File: config.mk
export PLATFORM = sky130hd
export DESIGN_NAME = instr_display_scan
export DESIGN_NICKNAME = d
export VERILOG_FILES = /design/src/rtl/instr_display_scan.sv
export SDC_FILE = /design/constraint.sdc
export NUM_CORES = 1
export LEC_CHECK = 0
export CORE_UTILIZATION = 40
export DETAILED_ROUTE_END_ITERATION = 12
export PLACE_DENSITY = 0.79
export SETUP_SLACK_MARGIN = 0.4
export SKIP_CTS_REPAIR_TIMING = 1
export SYNTH_ARGS = -nofsm -noshare
export SYNTH_HDL_FRONTEND = slang
export SYNTH_SLANG_ARGS = --single-unit
File: constraint.sdc
create_clock -name clock -period 2.9 [get_ports clock]
set_input_delay 0.87 -clock clock [delete_from_list [all_inputs] [get_ports clock]]
set_output_delay 0.87 -clock clock [all_outputs]
set_load 0.01 [all_outputs]
File: src/rtl/instr_display_scan.sv
// Eight-digit multiplexed 7-segment scanner for a captured 32-bit instruction word.
// Optional leading-zero blanking is enabled by defining DISP_LZ_BLANK_EN.
module instr_display_scan #(
  parameter int unsigned REFRESH_DIV = 50000
) (
  input  logic        clock,
  input  logic        reset,
  input  logic [31:0] instr,
  input  logic        load,
  input  logic        freeze,
  output logic [31:0] shown,
  output logic [6:0]  seg,
  output logic [7:0]  an,
  output logic        frame
);

  localparam int unsigned    CW      = (REFRESH_DIV > 1) ? $clog2(REFRESH_DIV) : 1;
  localparam logic [CW-1:0]  CNT_MAX = CW'(REFRESH_DIV - 1);

  logic [31:0]   shown_q, shown_d;
  logic [CW-1:0] cnt_q, cnt_d;
  logic [2:0]    idx_q, idx_d;
  logic [7:0]    an_q, an_d;
  logic [6:0]    seg_q, seg_d;
  logic          frame_q, frame_d;
  logic [3:0]    nibble;

  function automatic logic [6:0] seg_enc(input logic [3:0] n);
    case (n)
      4'h0:    seg_enc = 7'b1000000;
      4'h1:    seg_enc = 7'b1111001;
      4'h2:    seg_enc = 7'b0100100;
      4'h3:    seg_enc = 7'b0110000;
      4'h4:    seg_enc = 7'b0011001;
      4'h5:    seg_enc = 7'b0010010;
      4'h6:    seg_enc = 7'b0000010;
      4'h7:    seg_enc = 7'b1111000;
      4'h8:    seg_enc = 7'b0000000;
      4'h9:    seg_enc = 7'b0011000;
      4'hA:    seg_enc = 7'b0001000;
      4'hB:    seg_enc = 7'b0000011;
      4'hC:    seg_enc = 7'b1000110;
      4'hD:    seg_enc = 7'b0100001;
      4'hE:    seg_enc = 7'b0000110;
      default: seg_enc = 7'b0001110;
    endcase
  endfunction

  // Capture and scan advance are independent; freeze always beats load.
  always_comb begin
    shown_d = shown_q;
    if (load && !freeze) shown_d = instr;
  end

  always_comb begin
    cnt_d = cnt_q + CW'(1);
    idx_d = idx_q;
    if (cnt_q == CNT_MAX) begin
      cnt_d = '0;
      idx_d = idx_q + 3'd1;
    end
  end

  assign nibble = shown_q[{idx_q, 2'b00} +: 4];

`ifdef DISP_LZ_BLANK_EN
  logic [2:0] msd;

  always_comb begin
    msd = 3'd0;
    for (int k = 1; k < 8; k++) begin
      if (shown_q[4*k +: 4] != 4'h0) msd = 3'(k);
    end
  end
`endif

  // Slot with cnt==0 is blanked so the old digit never ghosts onto the new anode.
  always_comb begin
    an_d    = (cnt_q == '0) ? 8'hFF : ~(8'b1 << idx_q);
    seg_d   = seg_enc(nibble);
`ifdef DISP_LZ_BLANK_EN
    if (idx_q > msd) seg_d = 7'b1111111;
`endif
    frame_d = (idx_q == 3'd7) && (cnt_q == CNT_MAX);
  end

  always_ff @(posedge clock) begin
    if (reset) begin
      shown_q <= '0;
      cnt_q   <= '0;
      idx_q   <= '0;
      an_q    <= 8'hFF;
      seg_q   <= 7'b1111111;
      frame_q <= 1'b0;
    end else begin
      shown_q <= shown_d;
      cnt_q   <= cnt_d;
      idx_q   <= idx_d;
      an_q    <= an_d;
      seg_q   <= seg_d;
      frame_q <= frame_d;
    end
  end

  assign shown = shown_q;
  assign seg   = seg_q;
  assign an    = an_q;
  assign frame = frame_q;

endmodule
Fig. 1: run 1, clock network drawn from the DEF
Bar = 20 microns.
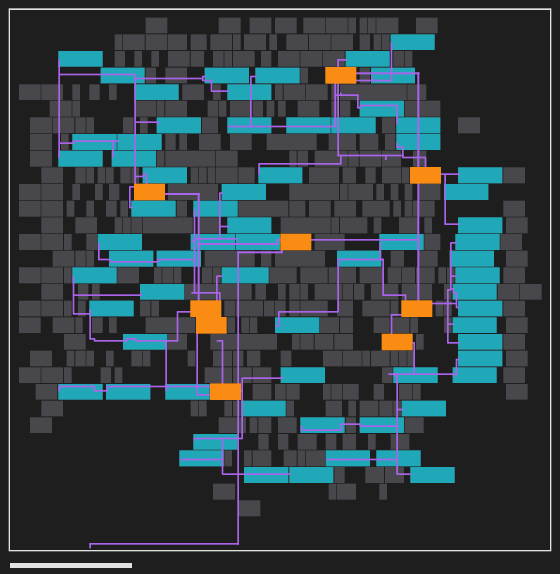
[clock wires] purple | length: 825 microns
[flip-flops] cyan | count: 67
[cells driving clock nets] orange | count: 9
routed clock nets	10
flops lie	widely spread
Post-Route Skew: 0.00618 ns
clock share of power: 0.440
clock-net power: 0.962 mW
clock latency reported for the late side of the worst-skew pair: 0.34 ns

Fig. 2: run 1, register map, names as in the netlist
Other sequential cells in the stronger grey, the rest of the logic in the fainter grey.
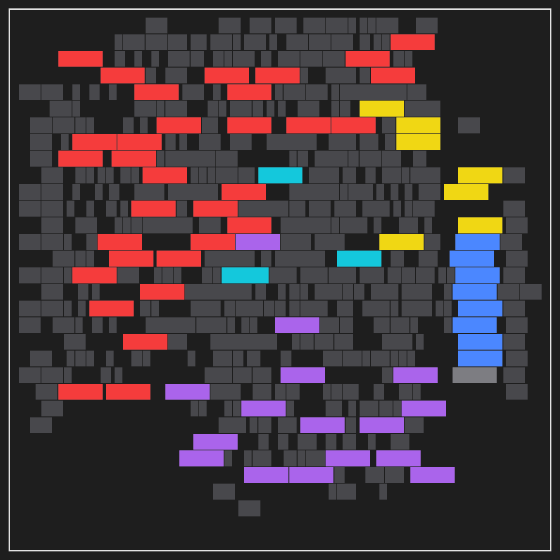
netlist name	colour	flops
an	blue	8
cnt_q	purple	16
seg	yellow	7
idx_q	cyan	3
shown	red	32
not coloured	1
final core occ: 0.574
power dissipated in sequential cells: 0.980 mW

Fig. 3: run 1, cell sizes after repair
Bar = 20 microns.
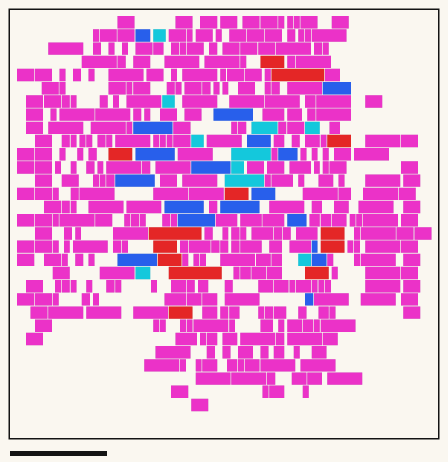
size	colour	cells
drive 2	blue	18
drive 3 to 4	cyan	10
drive 6 and up	red	13
drive 1 or less	magenta	372
fin area: 0.00414 sq mm
layout overhead on the synthesized area: 39.3%

==> out/highlights.md, run 1 <==
CTS
* Longest Clk Path Bufs: 2
* number of sinks handled by clock tree synthesis: 67
* deepest level of the CTS H-tree: 3
* CTS root buf: sky130_fd_sc_hd__clkbuf_8
* clock tree from TritonCTS: yes
* Reg clk slew, reported paths: 0.08 ns
* CTS Buf Count: 9

Outcome
* outcome: finished clean

Place
* instance area after placement: 0.00387 sq mm
* post-detail-place hpwl: 5.24 mm
* cell count after placement: 496
* routability cong.: 0.860
* port buffer count: 83
* worst slack, placed: 0.275 ns

Hold path
* worst min-delay path class: reg2reg

Logic synthesis
* syn avg cell area: 9.04 sq um
* most common cell in the netlist: sky130_fd_sc_hd__nand2_1
* yosys stat chip area: 0.00297 sq mm
* count of unique library cells instantiated by Yosys: 43
* area share, top type: 0.451
* cell count after synthesis: 329
* synthesized net count: 378
* biggest area consumer among synthesized cells: sky130_fd_sc_hd__dfxtp_1
* number of standard cells reported by yosys: 329
* yosys warns: 0
* async set-or-reset flop fraction in the synthesized netlist: 0
* commonest cells in the synthesized netlist: 77 x sky130_fd_sc_hd__nand2_1, 67 x sky130_fd_sc_hd__dfxtp_1, 37 x sky130_fd_sc_hd__a21oi_1, 18 x sky130_fd_sc_hd__nor2_1, 16 x sky130_fd_sc_hd__clkbuf_1
* EDFF count, synth: 0
* Post-Synthesis Cell Area: 0.00297 sq mm
* Synth Flop Type: sky130_fd_sc_hd__dfxtp_1
* cells taking the most area after synthesis: sky130_fd_sc_hd__dfxtp_1 45%, sky130_fd_sc_hd__nand2_1 9.7%, sky130_fd_sc_hd__a21oi_1 6.2%
* total of flip-flops plus latches after synthesis: 67
* part of the Yosys area used for sequential elements: 0.451

Worst setup path
* Critical R2R Capture: seg[6]
* endpoint class of the critical path: register
* ordered cell list for the critical path: buf_4, mux4_2, mux2i_2, inv_1, ha_1, mux2_2, a221o_1
* depth of the most critical reg-to-reg path: 7
* startpoint of the worst-slack reg-to-reg timing path: idx_q[1]
* slack of the worst reg-to-reg path: 0.49 ns
* CP Launch Point: idx_q[1]
* Critical Path Slowest Stage Cell: sky130_fd_sc_hd__dfxtp_1
* required arrival time at the worst endpoint: 3.13 ns
* startpoint type of the worst setup path: register
* largest stage delay on the critical path: 0.49 ns
* CP Max Fanout: 8
* Critical path destination: seg[6]
* critical path arrival: 2.65 ns
* kind of critical path: reg2reg

Pwr
* net load switching power: 0.498 mW
* sequential share of power: 0.448
* VDD IR max: 0.000218 V
* P_int: 1.69 mW
* proportion of power drawn by combinational gates: 0.112
* Sw Ratio: 0.228
* power density normalized to cell area: 528 mW/mm^2
* Static Leak: 1.55 nW

Drt
* Pre-antenna DRT Iters: 4
* remaining design rule violation count: 0
* count of routing violations after the opening detailed-route iteration: 169
* drt wl/cell: 14.4 microns
* via count: 2610
* antenna violation net count after detailed routing: 0
* final routed wirelength across all metal layers: 7.40 mm
* DR vias/cell: 5.10

Flow run
* number of logged tool warnings: 36
* max-capacitance violation count: 0

Layout
* number of fill cells: 632
* final cell count without fillers: 512
* fraction of layout cells with a size suffix above 1: 0.0993
* number of antenna cells inserted: 0
* Total Nets Final: 457

Timing
* setup ws final: 0.485 ns
* final hold violation count: 0
* period utilisation layout: 0.833
* Setup Viol. Count Final: 0
* sum of negative setup slack: 0 ns
* upper clock frequency limit: 414 MHz
* final period demand of the worst path: 2.41 ns
* max-slew violation total from the final report: 0
* setup repair after global routing missed its margin: yes
* Slew HR: 0.575
* slew at the pin closest to its max-slew limit: 0.638 ns

GRT
* total global routing overflow: 0
* all-layer global routing usage: 0.204
* vias in the first global route: 2466
* global-route wire length before repair: 12.0 mm
* largest net degree at the start of global routing: 43
* antenna violations before repair: 0

Floorplan
* share of the core filled by cells before placement: 0.412
* count of boundary I/O pins: 84
* site row count: 31
* area of the core: 0.00721 sq mm
* chip height: 88.2 microns
* Total Die Area: 0.00778 sq mm
* die outline width: 88.2 microns

run 1: registers in the layout (all words and copies together) (netlist names):
register and cells:
an 8, frame 1, cnt_q 16, seg 7, shown 32, idx_q 3
run 1: critical path: cells and delay by family (launching register included):
family                   cells  cell delay [ns]
adder cells (fa/ha/maj)      1             0.23
AND-OR/OR-AND                1             0.30
multiplexers                 3             0.92
buffers and inverters        2             0.37
flip-flops                   1             0.49
run 1: power groups by stage:
stage          clock [mW]  combinational, mW  sequential [mW]
6_report            0.962              0.245            0.980
5_1_grt              1.02              0.266            0.983
4_1_cts             0.974              0.243            0.980
3_5_place_dp            0              0.241             1.00
3_3_place_gp            0              0.235             1.00
2_1_floorplan           0             0.0984             1.01
run 1: layer usage:
layer	wire length, microns	global-route usage	up-vias
li1	-	-	1287
met1	3370	0.274	1220
met2	3500	0.307	88
met3	355	0.0494	15
met4	174	0.0997	0
met5	0	0	-
run 1: layout make-up:
| cell class | instances | area (sq um) | share of cell area |
|---|---|---|---|
| Tap cell | 99 | 124 | 0.0299 |
| Clock inverter | 6 | 113 | 0.0272 |
| Sequential cell | 67 | 1340 | 0.324 |
| Timing Repair Buffer | 88 | 868 | 0.210 |
| Inverter | 13 | 48.8 | 0.0118 |
| Multi-Input combinational cell | 229 | 1510 | 0.364 |
| Clock buffer | 10 | 138 | 0.0332 |
run 1: how the worst min path moves through the flow:
stage	depth (start not counted)	end	start	slack (ns)
6_report	2	shown[26]	shown[26]	0.48
5_1_grt	2	shown[3]	shown[3]	0.50
4_1_cts	2	shown[26]	shown[26]	0.48
3_5_place_dp	2	shown[2]	shown[2]	0.47
3_3_place_gp	1	cnt_q[0]	cnt_q[0]	0.45
2_1_floorplan	1	cnt_q[0]	cnt_q[0]	0.44
run 1: per-stage QoR:
stage,utilization,hold slack [ns],power [mW]
detailed placement,0.536,0.468,1.24
floorplan,-,0.438,1.11
CTS,0.571,0.482,2.20
finish,0.574,0.480,2.19
global route,0.574,0.503,2.27
global placement,0.536,0.455,1.24
run 1: cells in the final DEF (no fill, tap or decap), types with 4 or more instances in the layout:
cell type	instances
sky130_fd_sc_hd__xor2_1	9
sky130_fd_sc_hd__o21ai_0	5
sky130_fd_sc_hd__buf_4	5
sky130_fd_sc_hd__xnor2_1	4
sky130_fd_sc_hd__dfxtp_1	66
sky130_fd_sc_hd__clkbuf_8	10
sky130_fd_sc_hd__a21oi_1	37
sky130_fd_sc_hd__ha_1	13
sky130_fd_sc_hd__nor2_1	18
sky130_fd_sc_hd__inv_1	12
sky130_fd_sc_hd__nand3_1	9
sky130_fd_sc_hd__clkdlybuf4s50_1	83
sky130_fd_sc_hd__nand4_1	4
sky130_fd_sc_hd__and4_1	7
sky130_fd_sc_hd__nand2_1	77
sky130_fd_sc_hd__mux4_2	8
run 1: cells by family (layout without fill, tap and decap cells):
family,Yosys count,in the layout,synth area share
AND/OR/NAND/NOR,132,132,0.202
flip-flops,67,67,0.451
AND-OR/OR-AND,54,54,0.106
buffers and inverters,33,117,0.0497
multiplexers,17,17,0.0989
adder cells (fa/ha/maj),13,13,0.0547
XOR/XNOR,13,13,0.0383
Fig. 4: run 1, signal wires on met4
Supply wires on this layer in grey.
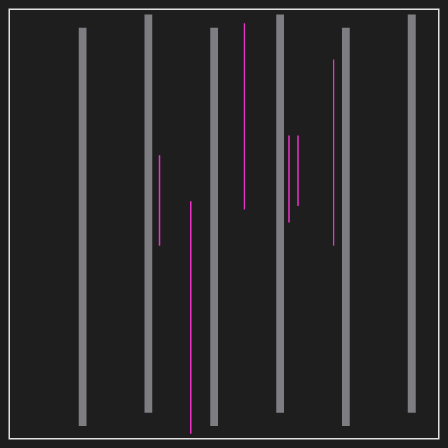

==> inputs of run 2 (changes only) <==
==> constraint.sdc (replaced) <==
create_clock -name clock -period 2.25 [get_ports clock]
set_input_delay 0.675 -clock clock [delete_from_list [all_inputs] [get_ports clock]]
set_output_delay 0.675 -clock clock [all_outputs]
set_load 0.01 [all_outputs]
Fig. 5: run 2, signal wires on met4
Supply wires on this layer in grey.
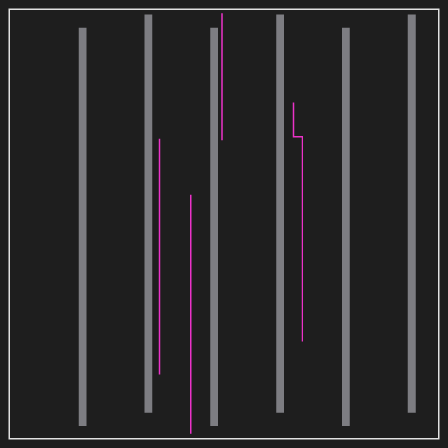
nets with wire on the layer	3
share of all routed wire	2.4%
main direction	vertical
final routed wirelength across all metal layers: 7.39 mm
via count: 2636

Fig. 6: run 2, clock nets
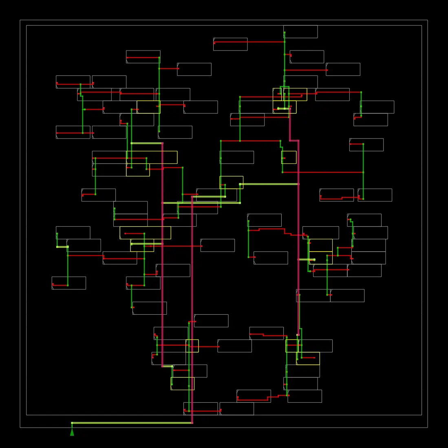
CTS Buf Count: 9
Post-Route Skew: 0.0136 ns
CLK BUF: 10
number of sinks handled by clock tree synthesis: 67
clock latency reported for the late side of the worst-skew pair: 0.36 ns

==> out/highlights.md, run 2 <==
Outcome
* outcome: finished clean

Drt
* count of routing violations after the opening detailed-route iteration: 161
* drt wl/cell: 14.2 microns
* antenna violation net count after detailed routing: 0
* DR vias/cell: 5.06
* remaining design rule violation count: 0
* Pre-antenna DRT Iters: 4

CTS
* CTS root buf: sky130_fd_sc_hd__clkbuf_8
* Reg clk slew, reported paths: 0.08 ns
* clock tree from TritonCTS: yes
* Longest Clk Path Bufs: 2

Pwr
* power density normalized to cell area: 624 mW/mm^2
* VDD IR max: 0.000339 V
* Static Leak: 2.17 nW

GRT
* total global routing overflow: 0
* largest net degree at the start of global routing: 33
* global-route wire length before repair: 11.2 mm
* all-layer global routing usage: 0.192
* vias in the first global route: 2361
* antenna violations before repair: 0

Timing
* setup repair after global routing missed its margin: yes
* Slew HR: 0.739
* final hold violation count: 0
* Final Hold Slack: 0.475 ns
* final period demand of the worst path: 2.19 ns
* period utilisation layout: 0.972
* Setup Viol. Count Final: 0
* setup ws final: 0.0631 ns
* upper clock frequency limit: 457 MHz
* max-slew violation total from the final report: 0
* slew at the pin closest to its max-slew limit: 0.384 ns

Place
* routability cong.: 0.827
* port buffer count: 83
* instance area after placement: 0.00394 sq mm
* post-detail-place hpwl: 5.21 mm

Floorplan
* share of the core filled by cells before placement: 0.412
* die outline width: 88.2 microns
* site row count: 31
* area of the core: 0.00721 sq mm
* Total Die Area: 0.00778 sq mm
* count of boundary I/O pins: 84
* chip height: 88.2 microns

Worst setup path
* startpoint of the worst-slack reg-to-reg timing path: idx_q[1]
* largest stage delay on the critical path: 0.54 ns
* slack of the worst reg-to-reg path: 0.06 ns
* startpoint type of the worst setup path: register
* critical path arrival: 2.44 ns
* CP Max Fanout: 6
* kind of critical path: reg2reg
* required arrival time at the worst endpoint: 2.50 ns
* CP Launch Point: idx_q[1]
* endpoint class of the critical path: register
* depth of the most critical reg-to-reg path: 7
* Critical R2R Capture: seg[6]
* ordered cell list for the critical path: mux4_2, mux2i_4, buf_4, inv_2, ha_2, mux2_2, a221o_1
* Critical path destination: seg[6]

Layout
* flip-flop count of the largest register after layout: 32
* fin area: 0.00435 sq mm
* layout overhead on the synthesized area: 46.2%
* commonest cells after routing, fill and taps aside: 77 x sky130_fd_sc_hd__nand2_1, 64 x sky130_fd_sc_hd__dfxtp_1, 47 x sky130_fd_sc_hd__dlymetal6s2s_1, 37 x sky130_fd_sc_hd__a21oi_1, 36 x sky130_fd_sc_hd__clkdlybuf4s50_1
* final cell count without fillers: 521
* number of antenna cells inserted: 0
* Total Nets Final: 466
* most common logic cell in the routed design: sky130_fd_sc_hd__nand2_1

Hold path
* worst min-delay path class: reg2reg

Logic synthesis
* cells taking the most area after synthesis: sky130_fd_sc_hd__dfxtp_1 45%, sky130_fd_sc_hd__nand2_1 9.7%, sky130_fd_sc_hd__a21oi_1 6.2%
* commonest cells in the synthesized netlist: 77 x sky130_fd_sc_hd__nand2_1, 67 x sky130_fd_sc_hd__dfxtp_1, 37 x sky130_fd_sc_hd__a21oi_1, 18 x sky130_fd_sc_hd__nor2_1, 16 x sky130_fd_sc_hd__clkbuf_1
* most common cell in the netlist: sky130_fd_sc_hd__nand2_1
* yosys stat chip area: 0.00297 sq mm
* Synth Flop Type: sky130_fd_sc_hd__dfxtp_1
* async set-or-reset flop fraction in the synthesized netlist: 0
* biggest area consumer among synthesized cells: sky130_fd_sc_hd__dfxtp_1
* number of standard cells reported by yosys: 329
* count of unique library cells instantiated by Yosys: 43
* EDFF count, synth: 0
* part of the Yosys area used for sequential elements: 0.451
* Post-Synthesis Cell Area: 0.00297 sq mm
* yosys warns: 0
* area share, top type: 0.451
* syn avg cell area: 9.04 sq um
* cell count after synthesis: 329

Flow run
* number of logged tool warnings: 37

## run 2: netlist changes by cell type in the layout (fill, tap and decap cells not counted), moves of 3 or more
cell | previous run | this run
sky130_fd_sc_hd__clkdlybuf4s50_1 | 83 | 36
sky130_fd_sc_hd__dlymetal6s2s_1 | 0 | 47
sky130_fd_sc_hd__buf_4 | 5 | 12
sky130_fd_sc_hd__ha_1 | 13 | 10
sky130_fd_sc_hd__inv_1 | 12 | 9
sky130_fd_sc_hd__inv_2 | 1 | 4
## run 2: worst min path at each step
stage / start / to / slack, ns / cells after the start
global route: shown[17] / shown[17] / 0.50 / 2
detailed placement: shown[25] / shown[25] / 0.46 / 2
global placement: cnt_q[0] / cnt_q[0] / 0.45 / 1
CTS: shown[25] / shown[25] / 0.48 / 2
finish: shown[17] / shown[17] / 0.48 / 2
floorplan: cnt_q[0] / cnt_q[0] / 0.44 / 1
## run 2: routing by layer
metal	up-vias	track usage	share of wire
li1	1300	-	-
met1	1244	0.250	0.45
met2	80	0.289	0.47
met3	12	0.0504	0.061
met4	0	0.109	0.023
met5	-	0	0
## run 2: stage by stage
stage / TNS, ns / util
floorplan: 0 / -
global placement: 0 / 0.547
detailed placement: 0 / 0.547
CTS: 0 / 0.578
global route: -0.0158 / 0.602
finish: 0 / 0.602
## run 2: report_power, final
part           total, mW  switching (mW)  internal, mW  leakage (nW)
registers           1.26          0.0295          1.23         0.549
clock network       1.14           0.483         0.653         0.108
logic              0.321           0.142         0.179          1.51
## run 2: cells by family (layout without fill, tap and decap cells)
logic type,count (synthesis),count (layout),share of synthesized area
buf+inv,33,126,0.0497
flops,67,67,0.451
compound gates,54,54,0.106
xor+xnor,13,13,0.0383
mux,17,17,0.0989
simple gates,132,132,0.202
fa+ha+maj,13,13,0.0547
## run 2: worst max-delay path, delay by kind of cell, from the launching register on
family / cells / cell delay [ns]
adders and majority gates: 1 / 0.17
buffers and inverters: 2 / 0.21
muxes: 3 / 1.02
DFF: 1 / 0.41
AOI/OAI and AO/OA: 1 / 0.29
## run 2: layout make-up
class / count / area (sq um)
fill: 599 / 2870
multi-input combinational: 229 / 1540
sequential: 67 / 1350
timing repair buffer: 97 / 1060
clock buffer: 10 / 138
tap: 99 / 124
clock inverter: 6 / 88.8
inverter: 13 / 48.8
No activity file was given, so power comes from the tool's default toggle rates.
